$ cat config.mk
export PLATFORM = sky130hd
export DESIGN_NAME = count_sample_fifo
export DESIGN_NICKNAME = d
export VERILOG_FILES = /design/src/rtl/count_sample_pkg.sv /design/src/rtl/sync_fifo.sv /design/src/rtl/count_sample_fifo.sv
export SDC_FILE = /design/constraint.sdc
export NUM_CORES = 1
export LEC_CHECK = 0
export CAP_MARGIN = 30
export CORE_UTILIZATION = 57
export CTS_BUF_LIST = sky130_fd_sc_hd__clkbuf_4 sky130_fd_sc_hd__clkbuf_8 sky130_fd_sc_hd__clkbuf_16
export CTS_CLUSTER_DIAMETER = 200
export DETAILED_ROUTE_END_ITERATION = 10
export PLACE_DENSITY = 0.84
export SYNTH_ARGS = -nofsm -noshare
export SYNTH_HDL_FRONTEND = slang
export SYNTH_HIERARCHICAL = 1
export SYNTH_SLANG_ARGS = --single-unit
$ cat constraint.sdc
create_clock -name clk -period 7.3 [get_ports clk]
set_input_delay 1.095 -clock clk [delete_from_list [all_inputs] [get_ports clk]]
set_output_delay 1.095 -clock clk [all_outputs]
set_load 0.01 [all_outputs]
$ cat src/rtl/count_sample_pkg.sv
// Shared definitions for the counter-bank sampling FIFO.
// A sample is the bank's data word tagged with its overflow flag.
package count_sample_pkg;

  localparam int SAMPLE_DW = 8;

  typedef struct packed {
    logic                 ovf;
    logic [SAMPLE_DW-1:0] data;
  } sample_t;

endpackage

$ cat src/rtl/sync_fifo.sv
// Single-clock FIFO with an occupancy count, full/empty flags and a
// combinational head read. A push and a pop on the same edge are both accepted.
module sync_fifo #(
  parameter int WIDTH = 9,
  parameter int DEPTH = 4
) (
  input  logic                     clk,
  input  logic                     rst_n,
  input  logic                     push,
  input  logic                     pop,
  input  logic [WIDTH-1:0]         wdata,
  output logic [WIDTH-1:0]         rdata,
  output logic [$clog2(DEPTH):0]   level,
  output logic                     full,
  output logic                     empty
);

  localparam int AW = $clog2(DEPTH);

  logic [WIDTH-1:0] mem [DEPTH];
  logic [AW-1:0]    wptr;
  logic [AW-1:0]    rptr;
  logic             do_push;
  logic             do_pop;

  // A push while full is only allowed when a pop frees the slot on the same edge
  assign do_push = push & (~full | pop);
  assign do_pop  = pop & ~empty;

  always_ff @(posedge clk or negedge rst_n) begin
    if (!rst_n) begin
      wptr  <= '0;
      rptr  <= '0;
      level <= '0;
    end else begin
      if (do_push) wptr <= wptr + 1'b1;
      if (do_pop)  rptr <= rptr + 1'b1;
      case ({do_push, do_pop})
        2'b10:   level <= level + 1'b1;
        2'b01:   level <= level - 1'b1;
        default: level <= level;
      endcase
    end
  end

  always_ff @(posedge clk) begin
    if (do_push) mem[wptr] <= wdata;
  end

  assign rdata = mem[rptr];
  assign full  = (level == ($clog2(DEPTH)+1)'(DEPTH));
  assign empty = (level == '0);

endmodule

$ cat src/rtl/count_sample_fifo.sv
// Samples the counter bank every DIV cycles into a FIFO drained over a
// valid/ready stream, with saturating drop and overflow statistics.
module count_sample_fifo
  import count_sample_pkg::*;
#(
  parameter int DW    = SAMPLE_DW,
  parameter int DEPTH = 4,
  parameter int DIV   = 4,
  parameter int CW    = 8
) (
  input  logic                   clk,
  input  logic                   rst_n,
  input  logic                   sample_en,
  input  logic [DW-1:0]          data_in,
  input  logic                   ovf_in,
  output logic                   m_valid,
  input  logic                   m_ready,
  output logic [DW:0]            m_data,
  output logic [$clog2(DEPTH):0] level,
  output logic [CW-1:0]          drop_cnt,
  output logic [CW-1:0]          ovf_cnt
);

  localparam int DCW = (DIV > 1) ? $clog2(DIV) : 1;

  logic [DCW-1:0] div_cnt;
  logic           tick;
  logic           push;
  logic           pop;
  logic           drop;
  logic           full;
  logic           empty;
  logic [DW:0]    head;

  assign tick = sample_en & (div_cnt == DCW'(DIV-1));

  // Disabling sampling restarts the interval so re-enable waits a full DIV cycles
  always_ff @(posedge clk or negedge rst_n) begin
    if (!rst_n)          div_cnt <= '0;
    else if (!sample_en) div_cnt <= '0;
    else if (tick)       div_cnt <= '0;
    else                 div_cnt <= div_cnt + 1'b1;
  end

  assign pop  = m_valid & m_ready;
  assign push = tick & (~full | pop);
  assign drop = tick & ~push;

  always_ff @(posedge clk or negedge rst_n) begin
    if (!rst_n) begin
      drop_cnt <= '0;
      ovf_cnt  <= '0;
    end else begin
      if (drop && (drop_cnt != {CW{1'b1}}))          drop_cnt <= drop_cnt + 1'b1;
      if (tick && ovf_in && (ovf_cnt != {CW{1'b1}})) ovf_cnt  <= ovf_cnt + 1'b1;
    end
  end

  sync_fifo #(
    .WIDTH (DW+1),
    .DEPTH (DEPTH)
  ) u_fifo (
    .clk   (clk),
    .rst_n (rst_n),
    .push  (push),
    .pop   (pop),
    .wdata ({ovf_in, data_in}),
    .rdata (head),
    .level (level),
    .full  (full),
    .empty (empty)
  );

  // Slots past the head hold stale data, so the stream reads zero when idle
  assign m_valid = ~empty;
  assign m_data  = m_valid ? head : '0;

endmodule
==> run summary <==
fresh numbers from the pnr run: nonclk buf count 43, share of the final layout cell area in multi-input gates 27.9%, Critical-path top delay cell dfrtp_1, final total power 0.00112 W, DRC violations left 4, CTS Root Buffer Type clkbuf_8, width of the die 71.1 um, final setup violation count 0, chip area 5060 sq um, signed area change from the synthesized netlist to the final layout 26.1%, clock tree buffer depth 2, wire length per cell 18.4 um, input/output buffers 41, first-pass GRT wire length 8710 um, Global Route met2 Usage 40.3%, kind of critical path reg -> out, max frequency 0.293 GHz, layout net count 254, layout cell share with drive strength beyond 1 18.6%, last weighted congestion value of the routability-driven placer 0.796, Chip Area, Yosys 2730 sq um, unique cell type count in the Yosys netlist 38, peak per-stage delay on the critical path 0.76 ns, library cell occupying the most area in the post-synthesis netlist edfxtp_1, routed vias/inst 5.81, status finished, violations left, hold bufs inserted after CTS 0, Flops 61, share of Yosys cell area claimed by the top area cell type 39.7%, Final non-clock buffer share 13.0%, list of cells traversed by the critical path mux4_2, nor2b_1, clkdlybuf4s50_1, failing checks DRC, worst ir drop on vdd 194 uV, top cell class by occupied area registers, GR Util met1 28.0%
-- where the power goes --
| group | switching (W) | internal, W |
|---|---|---|
| combinational | 0.000133 | 0.000200 |
| clock | 0.000122 | 0.000203 |
| sequential | 0.0000618 | 0.000400 |
-- state kept, by name, summed over array words and instances, names as in the netlist --
signal and count:
drop_cnt 8, u_fifo/mem 36, u_fifo/rptr 2, u_fifo/wptr 2
div_cnt 2, ovf_cnt 8, u_fifo/level 3
-- cell usage in the layout, fill, tap and decap left out, types with 2 or more instances in the layout --
cell and instances:
and3_1 3, nor2b_1 9, inv_1 11, edfxtp_1 36, mux4_2 9, nand4_1 6
nand3_1 6, mux2_4 2, mux2i_1 3, bufinv_16 2, nand2_1 9, xnor2_1 7
mux2_2 6, ha_1 8, nand2b_1 3, xor2_1 4, and2_2 4, nor2_1 6
dfrtp_1 25, clkinv_2 2, clkbuf_8 10, a21oi_1 2, and2_1 2, clkdlybuf4s50_1 41
nor3_1 2
-- final timing paths --
path | end | slack, ns | cells past startpoint
worst max-delay path | m_data[8] | 3.89 | 3
worst min-delay path | div_cnt[0] | 0.48 | 1
worst max register to register | u_fifo/level[2] | 4.69 | 11
worst min register to register | div_cnt[0] | 0.48 | 1
max in group asynchronous | u_fifo/rptr[0] | 5.74 | 2
min in group asynchronous | drop_cnt[6] | 1.09 | 1
-- through the flow --
step | area, sq um | setup WS, ns
floorplan | 2730 | 4.56
global placement | 3190 | 4.04
detailed placement | 3220 | 3.89
CTS | 3440 | 3.82
global route | 3440 | 3.75
finish | 3440 | 3.89
-- cell families after synthesis --
logic type,count (synthesis),share of synthesized area (%)
mux,20,12.1
flops,61,62.6
fa+ha+maj,9,4.41
buf+inv,15,2.16
compound gates,10,3.17
xor+xnor,11,3.54
simple gates,56,12.0
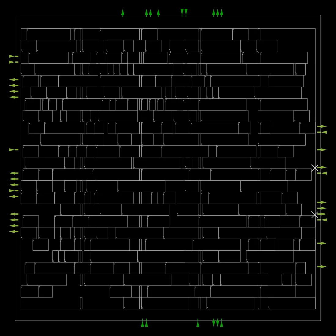
(images/placement.png)
sequential fraction of total cell area: 49.7%
num rows: 24
Util after Layout: 76.8%
Core Area: 4470 sq um
Fill cells: 271

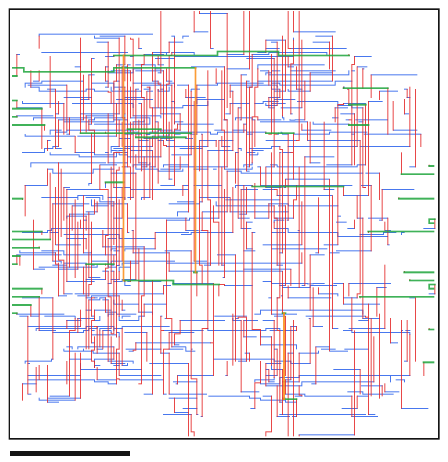
(images/wires.png)
The bar under the picture is 20 um long.
Key: red = metal 2 [wire length 2770 um]; blue = metal 1 [wire length 2210 um]; orange = metal 4 [wire length 85.7 um]; green = metal 3 [wire length 258 um]
total routing resource utilization after global routing: 23.8%
Post-Route WL: 5320 um

No activity file was given, so power comes from the tool's default toggle rates.
